$ cat src/rtl/rtc_pkg.sv
// rtl/rtc_pkg.sv - shared DS1302 constants, writer state enum and BCD check helper
// Purpose: DS1302 write command bytes, BCD time limits (shared with the rtc reader),
//          the writer FSM state type and a BCD range check function.
package rtc_pkg;

  // DS1302 write commands (register address with the write bit clear)
  localparam logic [7:0] WP_WR   = 8'h8E;
  localparam logic [7:0] SEC_WR  = 8'h80;
  localparam logic [7:0] MIN_WR  = 8'h82;
  localparam logic [7:0] HOUR_WR = 8'h84;

  // Largest legal BCD values (24h mode for hours)
  localparam logic [7:0] SEC_MAX  = 8'h59;
  localparam logic [7:0] MIN_MAX  = 8'h59;
  localparam logic [7:0] HOUR_MAX = 8'h23;

  typedef enum logic [2:0] {
    ST_IDLE,
    ST_SETUP,
    ST_SHIFT,
    ST_HOLD,
    ST_GAP
  } wr_state_e;

  // True when both nibbles are decimal digits and the value does not exceed lim
  function automatic logic bcd_ok(input logic [7:0] v, input logic [7:0] lim);
    return (v[3:0] <= 4'd9) && (v[7:4] <= 4'd9) && (v <= lim);
  endfunction

endpackage

$ cat src/rtl/rtc_tick_gen.sv
// rtl/rtc_tick_gen.sv - one-cycle enable every HALF_PERIOD clocks while enabled
// Purpose: SCLK half-period timebase, keeps the writer single-clock.
// Ports:   clk, nrst (async active-low), en_i (counter held at 0 when low),
//          tick_o (high for one cycle every HALF_PERIOD cycles of en_i).
module rtc_tick_gen #(
  parameter int HALF_PERIOD = 10
) (
  input  logic clk,
  input  logic nrst,
  input  logic en_i,
  output logic tick_o
);

  localparam logic [7:0] LAST = 8'(HALF_PERIOD - 1);

  logic [7:0] cnt_q;

  assign tick_o = en_i && (cnt_q == LAST);

  always_ff @(posedge clk or negedge nrst) begin
    if (!nrst) begin
      cnt_q <= 8'd0;
    end else if (!en_i || (cnt_q == LAST)) begin
      cnt_q <= 8'd0;
    end else begin
      cnt_q <= cnt_q + 8'd1;
    end
  end

endmodule

$ cat src/rtl/rtc_time_writer.sv
// rtl/rtc_time_writer.sv - writes BCD seconds/minutes/hours into a DS1302 over CE/SCLK/IO
// Purpose: on start, validates and latches the time, then issues four single-byte
//          writes (WP clear, seconds, minutes, hours) LSB first.
// Ports:   clk, nrst (async active-low), start, sec_bcd/min_bcd/hour_bcd (BCD time),
//          busy, done (1-cycle), err (1-cycle, invalid BCD), rtc_sclk, rtc_ce,
//          rtc_data_o/rtc_data_oe (IO drive value and enable, merged at top level).
module rtc_time_writer
  import rtc_pkg::*;
#(
  parameter int HALF_PERIOD = 10,
  parameter int GAP_HALVES  = 2
) (
  input  logic       clk,
  input  logic       nrst,
  input  logic       start,
  input  logic [7:0] sec_bcd,
  input  logic [7:0] min_bcd,
  input  logic [7:0] hour_bcd,
  output logic       busy,
  output logic       done,
  output logic       err,
  output logic       rtc_sclk,
  output logic       rtc_ce,
  output logic       rtc_data_o,
  output logic       rtc_data_oe
);

  localparam logic [3:0] GAP_LAST = 4'(GAP_HALVES - 1);

  wr_state_e   state_q;
  logic [1:0]  idx_q;
  logic [4:0]  half_q;
  logic [3:0]  gap_q;
  logic [15:0] shreg_q;
  logic [7:0]  sec_q, min_q, hour_q;
  logic        busy_q, done_q, err_q, sclk_q, ce_q, oe_q;
  logic        tick;

  // {data, command}; bit 0 goes out first
  function automatic logic [15:0] xfer_word(input logic [1:0] i, input logic [7:0] s,
                                            input logic [7:0] m, input logic [7:0] h);
    case (i)
      2'd0:    return {8'h00, WP_WR};
      2'd1:    return {s, SEC_WR};
      2'd2:    return {m, MIN_WR};
      default: return {h, HOUR_WR};
    endcase
  endfunction

  // The CH bit of the seconds input is not part of the time, so it is ignored by the check
  logic [7:0]  sec_masked;
  logic        in_valid;
  logic [1:0]  idx_next;
  logic [15:0] word_next;

  assign sec_masked = sec_bcd & 8'h7F;
  assign in_valid   = bcd_ok(sec_masked, SEC_MAX) && bcd_ok(min_bcd, MIN_MAX) &&
                      bcd_ok(hour_bcd, HOUR_MAX);
  assign idx_next   = idx_q + 2'd1;
  assign word_next  = xfer_word(idx_next, sec_q, min_q, hour_q);

  rtc_tick_gen #(.HALF_PERIOD(HALF_PERIOD)) u_tick (
    .clk    (clk),
    .nrst   (nrst),
    .en_i   (state_q != ST_IDLE),
    .tick_o (tick)
  );

  always_ff @(posedge clk or negedge nrst) begin
    if (!nrst) begin
      state_q <= ST_IDLE;
      idx_q   <= 2'd0;
      half_q  <= 5'd0;
      gap_q   <= 4'd0;
      shreg_q <= 16'd0;
      sec_q   <= 8'd0;
      min_q   <= 8'd0;
      hour_q  <= 8'd0;
      busy_q  <= 1'b0;
      done_q  <= 1'b0;
      err_q   <= 1'b0;
      sclk_q  <= 1'b0;
      ce_q    <= 1'b0;
      oe_q    <= 1'b0;
    end else begin
      done_q <= 1'b0;
      err_q  <= 1'b0;
      case (state_q)
        ST_IDLE: begin
          // done_q marks the completion cycle, in which a new start is not taken
          if (start && !done_q) begin
            if (in_valid) begin
              sec_q   <= sec_masked;
              min_q   <= {1'b0, min_bcd[6:0]};
              hour_q  <= {2'b00, hour_bcd[5:0]};
              idx_q   <= 2'd0;
              shreg_q <= xfer_word(2'd0, 8'h00, 8'h00, 8'h00);
              busy_q  <= 1'b1;
              ce_q    <= 1'b1;
              oe_q    <= 1'b1;
              sclk_q  <= 1'b0;
              state_q <= ST_SETUP;
            end else begin
              err_q <= 1'b1;
            end
          end
        end
        ST_SETUP: begin
          if (tick) begin
            sclk_q  <= 1'b1;
            half_q  <= 5'd0;
            state_q <= ST_SHIFT;
          end
        end
        ST_SHIFT: begin
          // Even halves have SCLK high; the 32nd half is the low phase after bit 15
          if (tick) begin
            if (half_q == 5'd31) begin
              state_q <= ST_HOLD;
            end else begin
              half_q <= half_q + 5'd1;
              if (!half_q[0]) begin
                sclk_q  <= 1'b0;
                // Replicating the top bit keeps bit 15 on IO through HOLD
                shreg_q <= {shreg_q[15], shreg_q[15:1]};
              end else begin
                sclk_q <= 1'b1;
              end
            end
          end
        end
        ST_HOLD: begin
          if (tick) begin
            ce_q  <= 1'b0;
            oe_q  <= 1'b0;
            gap_q <= 4'd0;
            if (idx_q == 2'd3) begin
              busy_q  <= 1'b0;
              done_q  <= 1'b1;
              state_q <= ST_IDLE;
            end else begin
              state_q <= ST_GAP;
            end
          end
        end
        ST_GAP: begin
          if (tick) begin
            if (gap_q == GAP_LAST) begin
              idx_q   <= idx_next;
              shreg_q <= word_next;
              ce_q    <= 1'b1;
              oe_q    <= 1'b1;
              state_q <= ST_SETUP;
            end else begin
              gap_q <= gap_q + 4'd1;
            end
          end
        end
        default: state_q <= ST_IDLE;
      endcase
    end
  end

  assign busy        = busy_q;
  assign done        = done_q;
  assign err         = err_q;
  assign rtc_sclk    = sclk_q;
  assign rtc_ce      = ce_q;
  assign rtc_data_o  = shreg_q[0];
  assign rtc_data_oe = oe_q;

endmodule

$ cat config.mk
export PLATFORM = sky130hd
export DESIGN_NAME = rtc_time_writer
export DESIGN_NICKNAME = d
export VERILOG_FILES = /design/src/rtl/rtc_pkg.sv /design/src/rtl/rtc_tick_gen.sv /design/src/rtl/rtc_time_writer.sv
export SDC_FILE = /design/constraint.sdc
export NUM_CORES = 1
export LEC_CHECK = 0
export CORE_ASPECT_RATIO = 2
export CORE_MARGIN = 5
export CORE_UTILIZATION = 57
export CTS_CLUSTER_DIAMETER = 150
export DETAILED_ROUTE_END_ITERATION = 16
export DONT_BUFFER_PORTS = 1
export PLACE_DENSITY = 0.76
export SKIP_LAST_GASP = 1
export SLEW_MARGIN = 20
export SYNTH_ARGS = -nofsm -noshare
export SYNTH_HDL_FRONTEND = slang
export SYNTH_SLANG_ARGS = --single-unit
$ cat constraint.sdc
create_clock -name clk -period 2 [get_ports clk]
set_input_delay 0.4 -clock clk [delete_from_list [all_inputs] [get_ports clk]]
set_output_delay 0.4 -clock clk [all_outputs]
set_load 0.01 [all_outputs]
Figure 1. Layout detail (run 1).
Window x 12 to 52, y 15 to 55 µm. Cells in gray, sequential cells in the stronger gray; small squares are vias.
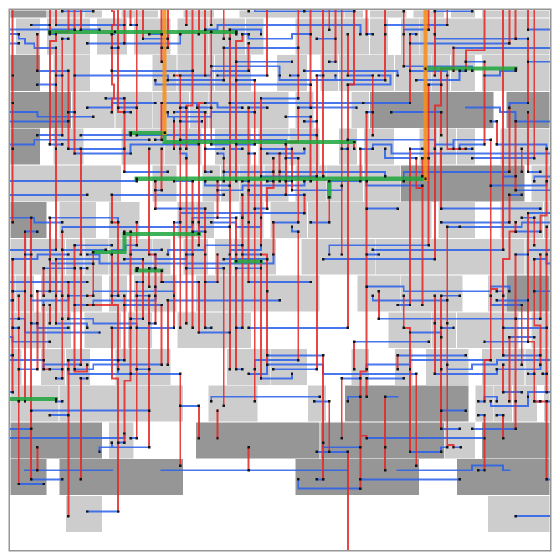
legend:
  metal 4:
    color: orange
  metal 1:
    color: blue
  metal 3:
    color: green
  metal 2:
    color: red
sequential cells in the window: 10
most frequent: nor2_1 (14), buf_4 (14), nand2_1 (12)
cells with their middle in the window: 117
netlist names of flops here include: `u_tick.cnt_q` (6), `half_q` (3)

Figure 2. Placement view (run 1).
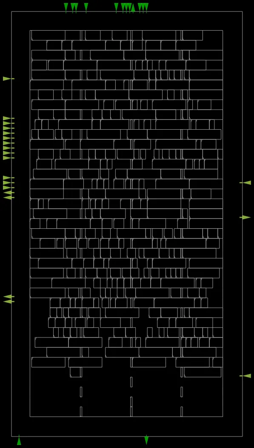
Seq area share: 0.3874
registers: 62
fillers: 383
Row Count: 39

Figure 3. Signal wires by layer (run 1).
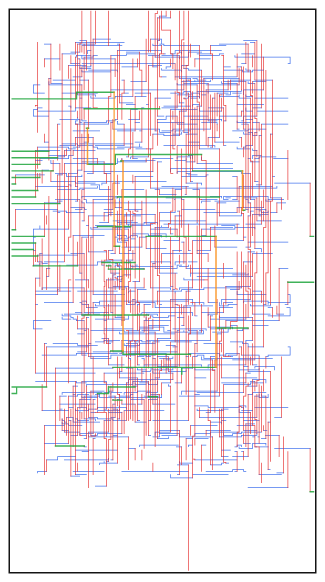
legend:
  metal 4:
    color: orange
    wire_length: 114 µm
  metal 1:
    color: blue
    wire_length: 2960 µm
  metal 3:
    color: green
    wire_length: 318 µm
  metal 2:
    color: red
    wire_length: 3810 µm
global-route usage over all layers: 0.1990
WL final: 7.202 mm

==> impl_metrics.yaml, run 1 <==
# physical design summary
sta:
  period_used_share: 1.019
  setup_viol: 11
  finalHoldViolCount: 0
  fin_crit_ns: 2.038
  slew_violations: 0
  fin_ws_ns: -0.03766
yosys:
  top_cells_by_area: "dfrtp_1 48%, mux2_2 9.4%, ha_1 3.9%, o21ai_0 3.4%, nand2_1 3.1%"
  edf_count: 0
  synth_stat.cells: 304
  syn-cell-area_um2: 3246
  synth_top_cell_by_count: "dfrtp_1"
  yosysUniqueCellTypes: 51
  syn-instance-count: 304
pwr:
  peakVddDrop_mv: 0.9951
  leakagePower_nw: 1.917
final_layout:
  area_growth_pct: 23.48
  largest_reg_flops: 15
global_routing:
  use_met3: 0.05005
  antenna_found_initial: 0
route:
  drcViolationCount: 0
  met1_length_mm: 2.964
  drt_first_pass_iters: 4
  wl_per_cell_um: 17.83
  vias: 2429
clocking:
  cts_resized: 1
  cts_sinks: 62
  clock_latency_ns: 0.33
placed_design:
  dp_hpwl_mm: 4.940
  place.gp.congestion: 0.8038
  dp_slack_ns: -0.03143
  placed_cell_area_um2: 3502
worst_setup_path:
  max_stage_delay_ns: 0.42
  path_cells: "ha_4 -> and3_4 -> ha_4 -> nor3_4 -> nor2_2 -> nor4_4 -> buf_4 -> buf_12 -> mux2_4"
run:
  warnings: 35
run_status:
  violations: "negative setup slack"
  status: "complete, but fails checks"
die:
  die_x_um: 63.36
==> run 1: cell usage in the layout (no fill, tap or decap), types with 2 or more instances in the layout <==
cell type   instances
o21ai_0            22
nor3b_1             2
o21a_1              2
ha_4                2
clkinvlp_4          2
a2bb2oi_1           2
and3_1              4
a21oi_1            12
nand3_1            10
inv_1              12
mux2_2             21
a22oi_1             8
nor2_2              2
ha_1                8
o41ai_1             3
xor2_1              5
or3_1               2
nand3b_1            3
a22o_1              2
o2bb2ai_1           2
bufinv_16           3
buf_4              31
nand4_1             3
nand2_1            27
o22ai_1             2
nor2b_1             2
dfrtp_1            61
nor2_1             23
buf_6               2
clkbuf_16          10
mux2_4             12
nor3_1              6
nand2b_1            2
mux2i_1             5
==> run 1: final cells by class <==
cell class | count | area [µm²] | area share
inverters | 13 | 48.80 | 0.01218
repair buffers | 37 | 337.8 | 0.08430
well taps | 61 | 76.32 | 0.01904
clock buffers | 10 | 229.0 | 0.05713
flip-flops and latches | 62 | 1553 | 0.3874
multi-input cells | 215 | 1653 | 0.4124
clock inverters | 6 | 110.1 | 0.02747
==> run 1: power by group <==
group | internal (mW) | switching [mW]
Clock | 1.21 | 0.530
Combinational | 0.0139 | 0.0299
Sequential | 1.26 | 0.000620
Total | 2.48 | 0.560
==> run 1: kinds of logic (layout without fill, tap and decap cells) <==
kind of cell	count (synthesis)	after routing	synth area share
fa+ha+maj	10	10	0.03855
buf+inv	27	66	0.03971
compound gates	65	65	0.1342
flops	62	62	0.4780
simple gates	96	96	0.1565
mux	38	38	0.1369
xor+xnor	6	6	0.01619
==> run 2, diff against run 1 <==
- CELL_PAD_IN_SITES_DETAIL_PLACEMENT: not set -> 0
- CELL_PAD_IN_SITES_GLOBAL_PLACEMENT: not set -> 1
- CORE_UTILIZATION: 57 -> 45
Figure 4. Layout detail (run 2).
Window x 15 to 55, y 19 to 59 µm. Cells in gray, sequential cells in the stronger gray; small squares are vias.
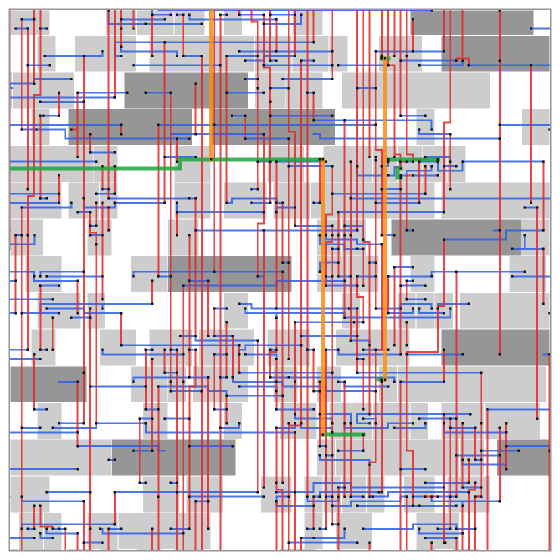

==> impl_metrics.yaml, run 2 <==
# physical design summary
final_layout:
  comb_area_um2: 1623
  seq_area_frac: 0.3960
  comb_share: 0.4138
  n_all_buffers: 31
  lay_top_count: "dfrtp_1"
  buf_share: 0.07147
  area_growth_pct: 20.82
  logic_gates: 215
  most-common-layout-cells: "61 x dfrtp_1, 27 x nand2_1, 27 x mux2_2, 27 x buf_4, 23 x nor2_1"
yosys:
  syn-instance-count: 304
  syn-cell-area_um2: 3246
  synth_stat.cells: 304
route:
  drcViolationCount: 0
  drt_first_pass_iters: 4
  vias: 2337
  routed_wl_mm: 7.132
  met1_length_mm: 2.696
sta:
  fin_crit_ns: 1.992
  slew_violations: 0
  fin_ws_ns: 0.008174
pwr:
  peakVddDrop_mv: 0.5533
clocking:
  cts_sinks: 62
die:
  die_x_um: 70.05
worst_setup_path:
  max_stage_delay_ns: 0.41
run_status:
  status: "finished, final reports clean"
Figure 5. Routed clock nets over the placement (run 2).
The bar under the picture is 20 µm long.
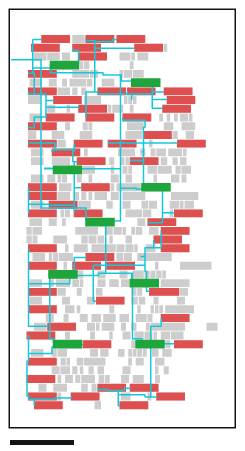
legend:
  clock wires:
    color: cyan
    length: 826 µm
  flip-flops:
    color: red
    count: 62
  clock drivers:
    color: green
    count: 9
routed clock nets: 10

-- run 2: cell counts after synthesis --
Identical to the previous run, type by type.
-- run 2: cells by family (layout without fill, tap and decap cells) --
| logic type | after synthesis | in the layout | synth area share |
|---|---|---|---|
| compound gates | 65 | 65 | 0.1342 |
| xor+xnor | 6 | 6 | 0.01619 |
| fa+ha+maj | 10 | 10 | 0.03855 |
| buf+inv | 27 | 59 | 0.03971 |
| flops | 62 | 62 | 0.4780 |
| mux | 38 | 38 | 0.1369 |
| simple gates | 96 | 96 | 0.1565 |
-- run 2: repair_timing --
item	4_1_cts	5_1_grt
setup endpoints to repair	5	20
hold buffers	2	0
gates resized	0	3
hold endpoints to repair	62	0
pin swaps	0	1
-- run 2: path summary, 6_finish.rpt --
| kind | from | to | depth (start not counted) |
|---|---|---|---|
| setup / recovery | half_q[0]$_DFFE_PN0P_ | shreg_q[8]$_DFFE_PN0P_ | 8 |
| hold / removal | sec_bcd[4] | sec_q[4]$_DFFE_PN0P_ | 1 |
| setup reg to reg | half_q[0]$_DFFE_PN0P_ | shreg_q[8]$_DFFE_PN0P_ | 8 |
| hold reg to reg | half_q[3]$_DFFE_PN0P_ | half_q[3]$_DFFE_PN0P_ | 1 |
| max in group asynchronous | nrst | shreg_q[14]$_DFFE_PN0P_ | 2 |
| min in group asynchronous | nrst | u_tick.cnt_q[2]$_DFF_PN0_ | 2 |
-- run 2: worst register-to-register path: stages, from the launching register on --
cell and delay [ns]:
dfrtp_2 0.41, ha_4 0.17, and3_4 0.15, ha_4 0.17
nor3_2 0.19, nor2_2 0.08, nor4_4 0.19, buf_12 0.19
mux2_2 0.33
-- run 2: power breakdown --
part,switching [mW],internal [mW]
combinational,0.0310,0.0134
clock,0.523,1.07
sequential,0.000604,1.26
total,0.554,2.35
==> run 3, diff against run 2 <==
- CORE_UTILIZATION: 45 -> 54
- PLACE_DENSITY: 0.76 -> 0.85
- REMOVE_ABC_BUFFERS: not set -> 1
- clock period: 2 -> 2.5 ns (I/O delays scaled with it)
Figure 6. Layout detail (run 3).
Window x 12 to 52, y 16 to 56 µm. Cells in gray, sequential cells in the stronger gray; small squares are vias.
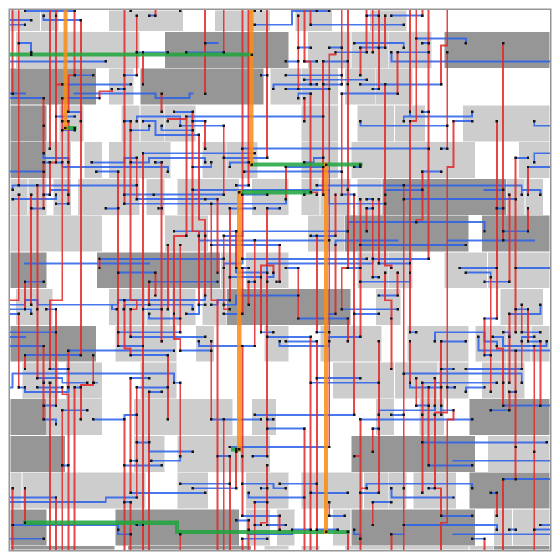
legend:
  metal 3:
    color: green
  metal 4:
    color: orange
  metal 2:
    color: red
  metal 1:
    color: blue
netlist names of flops here include: `u_tick.cnt_q` (6), `gap_q` (2), `idx_q` (2)
most frequent: dfrtp_1 (15), nor2_1 (9), ha_1 (8)
sequential cells in the window: 15
cells with their middle in the window: 109

==> impl_metrics.yaml, run 3 <==
# physical design summary
final_layout:
  regArea_um2: 1551
  drive_gt1_frac: 0.2201
  fill_cells: 492
  largest_reg_flops: 15
  comb_area_um2: 1565
  top_regs: "shreg_q x15, u_tick.cnt_q x8"
  most-common-layout-cells: "62 x dfrtp_1, 27 x nand2_1, 27 x mux2_2"
  lay_top_count: "dfrtp_1"
  area_growth_pct: 14.11
  layout.nets: 350
route:
  drt_first_pass_iters: 4
  drcViolationCount: 0
yosys:
  synth_top_cell_by_count: "dfrtp_1"
  syn-cell-area_um2: 3246
  syn-instance-count: 304
  edf_count: 0
  top_cells_by_area: "dfrtp_1 48%, mux2_2 9.4%, ha_1 3.9%, o21ai_0 3.4%, nand2_1 3.1%"
  yosysUniqueCellTypes: 51
  ys_chip_area_um2: 3246
  synth_stat.cells: 304
global_routing:
  antenna_found_initial: 0
  grt_max_degree: 63
clocking:
  cts_resized: 0
  ctsHoldBuffers: 1
  clock_latency_ns: 0.33
  cts_sinks: 62
  cts_tree: "done"
sta:
  setup_viol: 0
  period_used_share: 0.8836
  fin_crit_ns: 2.209
  fin_worst_skew_ns: 0.005498
  finalHoldViolCount: 0
  slew_violations: 0
run:
  warnings: 31
  drv_cap: 0
placed_design:
  dp_hpwl_mm: 5.159
  place.gp.congestion: 0.8203
  placed_cell_area_um2: 3352
pwr:
  leakagePower_nw: 1.764
  power_density_nw_per_um2: 639.0
  peakVddDrop_mv: 0.5140
die:
  die_x_um: 64.82
  rows: 40
worst_setup_path:
  path_cells: "ha_1 -> and3_1 -> ha_1 -> nor3_1 -> nor2_1 -> nor4_4 -> buf_12 -> mux2_2"
  max_stage_delay_ns: 0.42
  crit_end: "shreg_q[9]$_DFFE_PN0P_"
  r2r_end: "shreg_q[9]$_DFFE_PN0P_"
  crit_start: "half_q[1]$_DFFE_PN0P_"
  rr_worst_depth: 8
run_status:
  status: "finished, final reports clean"
Figure 7. Signal wires by layer (run 3).
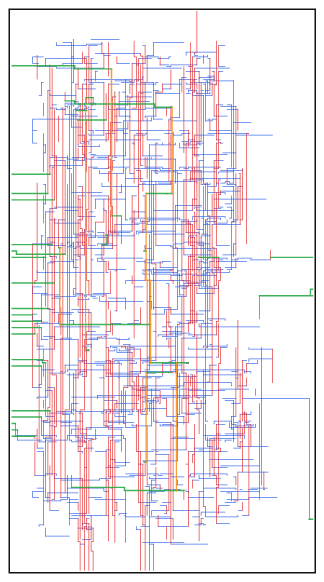
WL final: 7.061 mm
wire length per cell: 18.53 µm
via count: 2278
global-route usage over all layers: 0.2049

==> run 3: cell counts after synthesis <==
Identical to the previous run, type by type.
==> run 3: where the power goes <==
group          total [mW]  switching (mW)  internal [mW]
combinational      0.0324          0.0227        0.00977
sequential           1.01        0.000514           1.01
clock                1.33           0.434          0.894
==> run 3: final cells by class <==
| class | count | area share |
|---|---|---|
| multi-input cells | 215 | 0.4226 |
| flip-flops and latches | 62 | 0.4189 |
| clock buffers | 10 | 0.06453 |
| repair buffers | 12 | 0.03649 |
| clock inverters | 6 | 0.02297 |
| well taps | 63 | 0.02128 |
| inverters | 13 | 0.01318 |
==> run 3: cells by family after synthesis <==
family                   count (synthesis)  share of synthesized area
multiplexers                            38                     0.1369
adder cells (fa/ha/maj)                 10                    0.03855
AND-OR/OR-AND                           65                     0.1342
XOR/XNOR                                 6                    0.01619
AND/OR/NAND/NOR                         96                     0.1565
buffers and inverters                   27                    0.03971
flip-flops                              62                     0.4780
==> run 3: routing by layer <==
| layer | vias up | part of all wire | track usage |
|---|---|---|---|
| li1 | 1111 | - | - |
| met1 | 1106 | 0.35 | 0.1979 |
| met2 | 45 | 0.58 | 0.3881 |
| met3 | 16 | 0.039 | 0.05150 |
| met4 | 0 | 0.029 | 0.09536 |
| met5 | - | 0 | 0 |
==> run 3: worst max-delay path: cells and delay by family (launching register included) <==
kind	cells	cell delay, ns
and+or+nand+nor	4	0.67
muxes	1	0.35
adders and majority gates	2	0.44
DFF	1	0.42
buffers and inverters	1	0.20
==> run 3: through the flow <==
step	total power [mW]	setup slack, ns
floorplan	1.031	0.009507
global placement	1.033	0.3230
detailed placement	1.033	0.2788
CTS	2.389	0.2619
global route	2.435	0.1711
finish	2.367	0.2911
Power figures rest on the tool's default switching activity, not on a simulated workload.
